$ cat src/rtl/loader_pkg.sv
// loader_pkg: shared state encoding and frame constants for the program loader
package loader_pkg;
  typedef enum logic [2:0] {IDLE, ADDR_H, ADDR_L, CNT_H, CNT_L, DATA_H, DATA_L, CSUM} state_t;
  localparam logic [7:0] SYNC_DEFAULT = 8'hA5;
endpackage

$ cat src/rtl/prog_loader_if.sv
// prog_loader_if: received byte stream in, instruction memory write port out
interface prog_loader_if #(parameter int AW = 12, parameter int DW = 16);
  logic [7:0] rx_data;
  logic rx_valid;
  logic [AW-1:0] mem_addr;
  logic [DW-1:0] mem_din;
  logic mem_we;
  modport master (output rx_data, rx_valid, input mem_addr, mem_din, mem_we);
  modport slave (input rx_data, rx_valid, output mem_addr, mem_din, mem_we);
endinterface

$ cat src/rtl/loader_timer.sv
// loader_timer: clearable enable-gated counter whose MSB flags an expired wait
module loader_timer #(parameter int W = 20) (
  input  logic clk,
  input  logic rstn,
  input  logic clr,
  input  logic en,
  output logic msb
);
  logic [W-1:0] q;
  // clear has priority so an accepted byte always restarts the wait
  always_ff @(posedge clk or negedge rstn)
    if (!rstn) q <= '0;
    else q <= clr ? '0 : en ? q + 1'b1 : q;
  assign msb = q[W-1];
endmodule

$ cat src/rtl/prog_loader.sv
// prog_loader: parses SYNC/addr/count/words/checksum frames into instruction memory writes; define LOADER_TIMEOUT_EN for an inter-byte timeout
module prog_loader
  import loader_pkg::*;
#(
  parameter int AW = 12,
  parameter int DW = 16,
  parameter logic [7:0] SYNC = SYNC_DEFAULT,
  parameter int TO_BITS = 20
) (
  input  logic clk,
  input  logic rstn,
  prog_loader_if.slave bus,
  output logic cpu_hold,
  output logic [AW-1:0] boot_addr,
  output logic done,
  output logic err
);
  state_t state;
  logic [7:0] sum, hi;
  logic [15:0] cnt, pair;
  logic [AW-1:0] start;
  logic timeout;
  assign pair = {hi, bus.rx_data};
`ifdef LOADER_TIMEOUT_EN
  loader_timer #(.W(TO_BITS)) u_timer (
    .clk(clk),
    .rstn(rstn),
    .clr(bus.rx_valid || state == IDLE),
    .en(state != IDLE),
    .msb(timeout)
  );
`else
  assign timeout = 1'b0;
`endif
  // frame parser; words go to memory as they arrive, checksum only judges the image afterwards
  always_ff @(posedge clk or negedge rstn)
    if (!rstn) begin
      state <= IDLE;
      sum <= '0;
      hi <= '0;
      cnt <= '0;
      start <= '0;
      bus.mem_addr <= '0;
      bus.mem_din <= '0;
      bus.mem_we <= 1'b0;
      cpu_hold <= 1'b0;
      boot_addr <= '0;
      done <= 1'b0;
      err <= 1'b0;
    end else begin
      done <= 1'b0;
      bus.mem_we <= 1'b0;
      if (bus.mem_we) bus.mem_addr <= bus.mem_addr + 1'b1;
      if (timeout && state != IDLE) begin
        state <= IDLE;
        err <= 1'b1;
        cpu_hold <= 1'b0;
      end else if (bus.rx_valid) begin
        if (state != IDLE && state != CSUM) sum <= sum + bus.rx_data;
        case (state)
          IDLE: if (bus.rx_data == SYNC) begin
            state <= ADDR_H;
            sum <= '0;
            cpu_hold <= 1'b1;
            err <= 1'b0;
          end
          ADDR_H: begin
            hi <= bus.rx_data;
            state <= ADDR_L;
          end
          ADDR_L: begin
            start <= pair[AW-1:0];
            bus.mem_addr <= pair[AW-1:0];
            state <= CNT_H;
          end
          CNT_H: begin
            hi <= bus.rx_data;
            state <= CNT_L;
          end
          CNT_L: begin
            cnt <= pair;
            state <= pair == 16'd0 ? CSUM : DATA_H;
          end
          DATA_H: begin
            hi <= bus.rx_data;
            state <= DATA_L;
          end
          DATA_L: begin
            bus.mem_din <= pair;
            bus.mem_we <= 1'b1;
            cnt <= cnt - 1'b1;
            state <= cnt == 16'd1 ? CSUM : DATA_H;
          end
          CSUM: begin
            done <= sum == bus.rx_data;
            err <= sum != bus.rx_data;
            if (sum == bus.rx_data) boot_addr <= start;
            cpu_hold <= 1'b0;
            state <= IDLE;
          end
          default: state <= IDLE;
        endcase
      end
    end
endmodule

$ cat src/flat_wrapper.sv
// flat-port wrapper written by rule: the top's interface ports become plain ports
module prog_loader_flat import loader_pkg::*;
#(
  parameter int AW = 12,
  parameter int DW = 16,
  parameter logic [7:0] SYNC = SYNC_DEFAULT,
  parameter int TO_BITS = 20
)
  (clk, rstn, cpu_hold, boot_addr, done, err, bus_rx_data, bus_rx_valid, bus_mem_addr, bus_mem_din, bus_mem_we);
  prog_loader_if #(.AW(AW), .DW(DW)) bus_i ();
  input  logic clk;
  input  logic rstn;
  output logic cpu_hold;
  output logic [AW-1:0] boot_addr;
  output logic done;
  output logic err;
  input wire logic [$bits(bus_i.rx_data)-1:0] bus_rx_data;
  input wire logic [$bits(bus_i.rx_valid)-1:0] bus_rx_valid;
  output wire logic [$bits(bus_i.mem_addr)-1:0] bus_mem_addr;
  output wire logic [$bits(bus_i.mem_din)-1:0] bus_mem_din;
  output wire logic [$bits(bus_i.mem_we)-1:0] bus_mem_we;
  assign bus_i.rx_data = bus_rx_data;
  assign bus_i.rx_valid = bus_rx_valid;
  assign bus_mem_addr = bus_i.mem_addr;
  assign bus_mem_din = bus_i.mem_din;
  assign bus_mem_we = bus_i.mem_we;
  prog_loader #(.AW(AW), .DW(DW), .SYNC(SYNC), .TO_BITS(TO_BITS)) u_core (.clk(clk), .rstn(rstn), .bus(bus_i), .cpu_hold(cpu_hold), .boot_addr(boot_addr), .done(done), .err(err));
endmodule
$ cat config.mk
export PLATFORM = sky130hd
export DESIGN_NAME = prog_loader_flat
export DESIGN_NICKNAME = d
export VERILOG_FILES = /design/src/rtl/loader_pkg.sv /design/src/rtl/prog_loader_if.sv /design/src/rtl/loader_timer.sv /design/src/rtl/prog_loader.sv /design/src/flat_wrapper.sv
export SDC_FILE = /design/constraint.sdc
export NUM_CORES = 1
export LEC_CHECK = 0
export CAP_MARGIN = 20
export CORE_UTILIZATION = 50
export CTS_BUF_LIST = sky130_fd_sc_hd__clkbuf_8 sky130_fd_sc_hd__clkbuf_16
export CTS_CLUSTER_SIZE = 40
export DETAILED_ROUTE_END_ITERATION = 10
export GPL_ROUTABILITY_DRIVEN = 0
export PLACE_DENSITY = 0.87
export SYNTH_ARGS = -nofsm -noshare
export SYNTH_HDL_FRONTEND = slang
export SYNTH_SLANG_ARGS = --single-unit
$ cat constraint.sdc
create_clock -name clk -period 2 [get_ports clk]
set_input_delay 0.3 -clock clk [delete_from_list [all_inputs] [get_ports clk]]
set_output_delay 0.3 -clock clk [all_outputs]
set_load 0.02 [all_outputs]
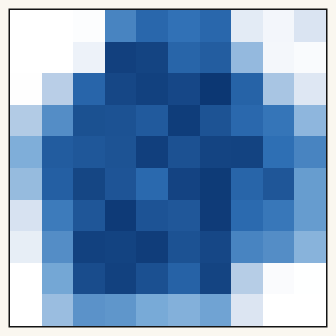
run_1/density.png
The die is cut into 10 by 10 equal tiles; white is low, dark blue is high, 0 to 100% covered.
- fullest tile: 97%
- nearly empty tiles: 11%
- mean over tiles: 60%
- emptiest ninth of the die: top left
- tiles over 75% full: 49%
fp util: 51.49%
Util after Layout: 65.40%

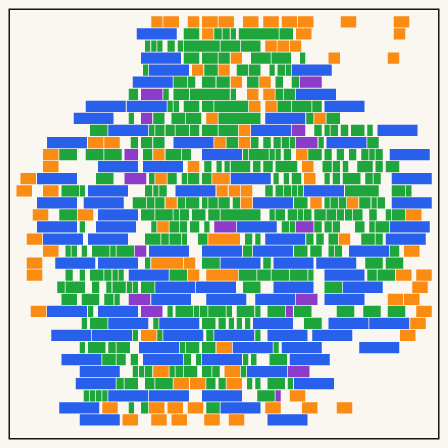
run_1/cell_classes.png
- green: all other logic (cells 317; share of their area 39%)
- blue: flip-flops (cells 91; share of their area 41%)
- purple: clock drivers and dummy loads (cells 16; share of their area 3.2%)
- orange: other buffers and delay cells (cells 98; share of their area 16%)

==> impl_metrics.ini, run 1 <==
; implementation run metrics
[logic_synthesis]
syn_inst = 430
synthTopLogicFamily = simple AND/OR/NAND/NOR gates
adder_share_pct = 3.248
synthesis.area_mm2 = 0.004468
ff_type = dfrtp_1
synth_flops = 91
synth-compound-area-share_pct = 12.18
ys_seq_share_pct = 50.97
xor_area_share_pct = 3.332
top_area_share_pct = 50.97
synthesis.nets = 452
topCellsByArea = dfrtp_1 (51%), mux2_2 (9.1%), nand2_1 (5.3%)
top_area_cell = dfrtp_1
synth_warnings = 0
ys_cells = 430

[critical_path]
r2r_start = u_core.sum[4]
path_cells = clkdlybuf4s50_1, ha_1, a21o_1, a21o_1, a221oi_4, mux2i_1, a211o_1
cp-end-kind = register
slowest_stage = clkdlybuf4s50_1
crit_required_ns = 2.26
startpoint_type = input pin
crit_family = AND-OR/OR-AND gates
arrival_ns = 2.24
slowest_delay_ns = 0.47
crit_fanout = 2

[cells_and_area]
layout.nets = 539
synthToLayoutAreaGrowth_pct = 27.02
diodes = 0
final_area_mm2 = 0.005675

[clock_network]
clock_sink_count = 91
clock_path_buffers = 2
cts_tree = yes

[timing]
drv_slew = 0
fmax_ghz = 0.5044
post-route-min-period_ns = 1.983

[grt]
antenna_found_initial = 0
grt_pass1_vias = 3742

[die]
chipArea_mm2 = 0.009318
die_x_um = 96.53

[status]
status = finished clean

[placement]
pre_cts_slack_ns = -0.4098
dpl.cell_count = 610
hpwl_mm = 8.039

[flow_run]
tool_warnings = 28

[route]
routed.top_layer = met4
routedWlPerCell_um = 18.70
ant_nets = 0

[power]
power_mw = 8.762
p_leak_nw = 2.515
p_per_area_mw_per_mm2 = 1544
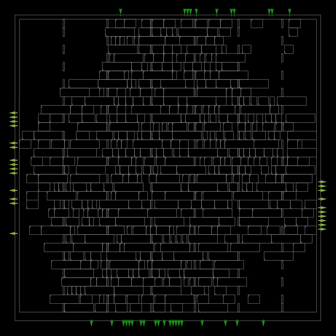
run_1/final_placement.png
CORE AREA: 0.008678 mm^2
flop share of the area: 40.12%
num tapcells: 108

==> run 1: power by group <==
group / leakage (nW) / switching (mW) / internal [mW] / total [mW]
Sequential: 1.12 / 0.840 / 2.62 / 3.46
Combinational: 1.31 / 2.11 / 2.03 / 4.14
Clock: 0.0894 / 0.703 / 0.463 / 1.17
Total: 2.52 / 3.65 / 5.11 / 8.76
==> run 1: synthesized netlist by cell type, drive strengths merged, types with 7 or more instances <==
cell type / count
ha: 10
buf: 10
nor2: 23
mux2i: 7
clkbuf: 12
dfrtp: 91
nand2: 64
a21oi: 21
inv: 9
nand3: 15
mux2: 36
nand4: 9
nor3: 9
xor2: 7
o21ai: 34
xnor2: 10
==> run 1: routing by layer <==
layer  up-vias  GRT usage [%]
met3        42          5.008
li1       1709              -
met4         0          12.38
met5         -              0
met1      1858          32.94
met2       192          42.66
==> run 1: layout make-up <==
type	count	area [um^2]
clock buffers	9	123.9
inverters	9	33.78
repair buffers	98	912.1
flip-flops and latches	91	2277
well taps	108	135.1
clock inverters	7	52.55
multi-input cells	308	2141
fillers	623	3003
==> run 1: placed cells by master, fill, tap and decap left out, drive strengths merged, types with 2 or more instances in the layout <==
| cell type | netlist | layout |
|---|---|---|
| a2bb2oi | 5 | 5 |
| and2 | 2 | 2 |
| mux2 | 36 | 36 |
| dfrtp | 91 | 91 |
| nand3b | 3 | 3 |
| a21oi | 21 | 21 |
| xnor2 | 10 | 10 |
| mux2i | 7 | 7 |
| clkbuf | 12 | 9 |
| nand2b | 3 | 3 |
| o211ai | 2 | 2 |
| clkdlybuf4s50 | 0 | 53 |
| nand3 | 15 | 15 |
| nor3 | 9 | 9 |
| xor2 | 7 | 7 |
| a21o | 6 | 6 |
| buf | 10 | 44 |
| nand4 | 9 | 9 |
| ha | 10 | 10 |
| o32ai | 3 | 3 |
| nand2 | 64 | 64 |
| inv | 9 | 13 |
| a22oi | 2 | 2 |
| nor4 | 6 | 6 |
| or3 | 4 | 4 |
| o22ai | 5 | 5 |
| o21ai | 34 | 34 |
| clkinvlp | 0 | 2 |
| a211oi | 2 | 2 |
| nor2b | 4 | 4 |
| nor2 | 23 | 23 |
| and3 | 3 | 3 |
==> run 1: path summary, 6_finish.rpt <==
path | end | slack (ns) | cells past startpoint
worst max register to register | u_core.sum[7] | 0.04 | 6
worst min-delay path | u_core.cnt[8] | 0.43 | 2
worst max-delay path | u_core.sum[7] | 0.02 | 7
worst min register to register | u_core.start[8] | 0.49 | 2
min in group clk | u_core.start[8] | 0.49 | 2
max in group asynchronous | u_core.sum[4] | 0.95 | 3
==> run 1: what timing repair did <==
action | in CTS | in global routing
endpoints found under the hold margin | 34 | 0
pin swaps | 2 | 4
hold buffers | 1 | 0
buffers inserted | 0 | 3
setup endpoints to repair | 13 | 23
gates resized | 2 | 14
==> run 1: sequential cells by signal, indices dropped and copies added (netlist names) <==
name	count
u_core.bus.mem_din	16
u_core.boot_addr	12
u_core.hi	8
u_core.bus.mem_addr	12
u_core.cpu_hold	1
u_core.done	1
u_core.bus.mem_we	1
u_core.sum	8
u_core.cnt	16
u_core.err	1
u_core.state	3
u_core.start	12
--- run 2 (diff from run 1) ---
--- a/config.mk
+++ b/config.mk
@@ -10,8 +10,9 @@
 export CTS_BUF_LIST = sky130_fd_sc_hd__clkbuf_8 sky130_fd_sc_hd__clkbuf_16
 export CTS_CLUSTER_SIZE = 40
 export DETAILED_ROUTE_END_ITERATION = 10
-export GPL_ROUTABILITY_DRIVEN = 0
+export GPL_ROUTABILITY_DRIVEN = 1
 export PLACE_DENSITY = 0.87
+export REMOVE_ABC_BUFFERS = 1
 export SYNTH_ARGS = -nofsm -noshare
 export SYNTH_HDL_FRONTEND = slang
 export SYNTH_SLANG_ARGS = --single-unit
==> impl_metrics.ini, run 2 <==
; implementation run metrics
[logic_synthesis]
top_area_cell = dfrtp_1
ff_type = dfrtp_1
yosys.cell_count.top_type = dfrtp_1
top_cells_by_count = dfrtp_1 (91), nand2_1 (63), mux2_2 (36)
synth-compound-area-share_pct = 12.18
synth_warnings = 0
ys_cells = 430
synthTopLogicFamily = simple AND/OR/NAND/NOR gates
top_area_share_pct = 50.97
xor_area_share_pct = 3.332
synthesis.area_mm2 = 0.004468
synth_flops = 91
topCellsByArea = dfrtp_1 (51%), mux2_2 (9.1%), nand2_1 (5.3%)
adder_share_pct = 3.248
ys_seq_share_pct = 50.97
edf_count = 0
syn_inst = 430

[status]
status = finished clean

[critical_path]
crit_required_ns = 2.29
arrival_ns = 2.27
crit_fanout = 6
slowest_delay_ns = 0.52
crit_family = simple AND/OR/NAND/NOR gates
path_cells = inv_2, ha_4, or4b_4, nor4_4, nand2_2, a21oi_2, a2bb2oi_2
cp-end-kind = register
slowest_stage = or4b_4
startpoint_type = register
r2r_start = u_core.cnt[0]
crit_path_start = u_core.cnt[0]

[placement]
portBuffers = 54
pre_cts_slack_ns = -0.4372
dpl.cell_count = 604
hpwl_mm = 7.822

[route]
ant_nets = 0
detail_route.first_pass.iterations = 5
routedWlPerCell_um = 17.99

[cells_and_area]
mostFrequentLayoutCells = dfrtp_1 (91), nand2_1 (62), clkdlybuf4s50_1 (50), mux2_2 (36), buf_4 (33)
layout.nets = 531
diodes = 0
post-route-util_pct = 65.15
synthToLayoutAreaGrowth_pct = 26.55
nFillCells = 643
lay_top_count = dfrtp_1
largestRegisters = u_core.bus.mem_din (16), u_core.cnt (16)

[timing]
fin_ws_ns = 0.01890
post-route-min-period_ns = 1.981
worst_pin_slew_ns = 0.5189
fmax_ghz = 0.5048
drv_slew = 0

[power]
vdd_drop_max_mv = 0.7771
p_leak_nw = 2.504
power_mw = 8.774
p_per_area_mw_per_mm2 = 1552

[die]
fp_util_pct = 51.49
chipArea_mm2 = 0.009318
coreArea_mm2 = 0.008678
die_x_um = 96.53
fp.dieH_um = 96.53

[clock_network]
clock_path_buffers = 2
cts_tree = yes
clock_sink_count = 91
cts_made_buffers = 9

[flow_run]
tool_warnings = 28
maxCapViolations = 0

[grt]
gr-usage-all-layers_pct = 25.49
grt_pass1_vias = 3628
antenna_found_initial = 0
==> run 2: final timing paths <==
check,endpoint,cells after the start,slack (ns)
hold / removal,u_core.boot_addr[2],2,0.40
hold reg to reg,u_core.start[2],2,0.48
setup reg to reg,u_core.cnt[14],7,0.02
min in group clk,u_core.hi[6],3,0.45
setup / recovery,u_core.cnt[14],7,0.02
max in group asynchronous,u_core.bus.mem_din[15],3,0.96
==> run 2: what timing repair did <==
item | CTS | global route
endpoints found under the hold margin | 27 | 0
hold buffers | 1 | 0
resized | 7 | 19
buffers inserted | 0 | 1
pin swaps | 4 | 7
endpoints found under the setup margin | 12 | 25
==> run 2: layer usage <==
layer	up-vias	GRT usage (%)	part of all wire [%]
met5	-	0	0
met4	0	10.66	2.3
met3	26	3.365	5.4
met2	149	43.60	52
met1	1842	32.58	41
li1	1689	-	-
==> run 2: logic make-up after synthesis <==
group | count (synthesis)
simple gates | 149
flops | 91
compound gates | 88
mux | 43
buf+inv | 31
xor+xnor | 17
fa+ha+maj | 11
==> run 2: power breakdown <==
part | switching (mW) | internal [mW]
registers | 0.827 | 2.62
logic | 2.07 | 1.98
clock network | 0.693 | 0.587
total | 3.59 | 5.18
==> run 2: final cells by class <==
class                           count  area [um^2]  area share [%]
Multi-Input combinational cell    308         2172           38.42
Timing Repair Buffer               90        839.6           14.85
Sequential cell                    91         2277           40.27
Clock buffer                        9        123.9           2.191
Inverter                            9        33.78          0.5975
Clock inverter                      6        72.57           1.283
Tap cell                          108        135.1           2.390
==> run 2: through the flow <==
| step | area, um^2 | hold WS [ns] |
|---|---|---|
| 4_1_cts | 5572 | 0.3961 |
| 5_1_grt | 5654 | 0.4376 |
| 3_3_place_gp | 5324 | 0.2472 |
| 6_report | 5654 | 0.4007 |
| 2_1_floorplan | 4365 | 0.004409 |
| 3_5_place_dp | 5324 | 0.2499 |
==> run 2: worst reg2reg max path, delay by kind of cell (launching register included) <==
kind / cells / cell delay [ns]
AOI/OAI and AO/OA: 2 / 0.32
adders and majority gates: 1 / 0.12
buffers and inverters: 1 / 0.09
DFF: 1 / 0.44
and+or+nand+nor: 3 / 0.94
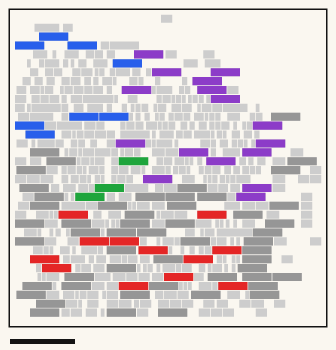
run_2/registers.png
Bar = 20 um.
- blue: u_core.sum (flops 8; where top left)
- green: u_core.state (flops 3)
- purple: u_core.cnt (flops 16)
- red: u_core.bus.mem_addr (flops 12)
- not colored: 52

Power figures rest on the tool's default switching activity, not on a simulated workload.
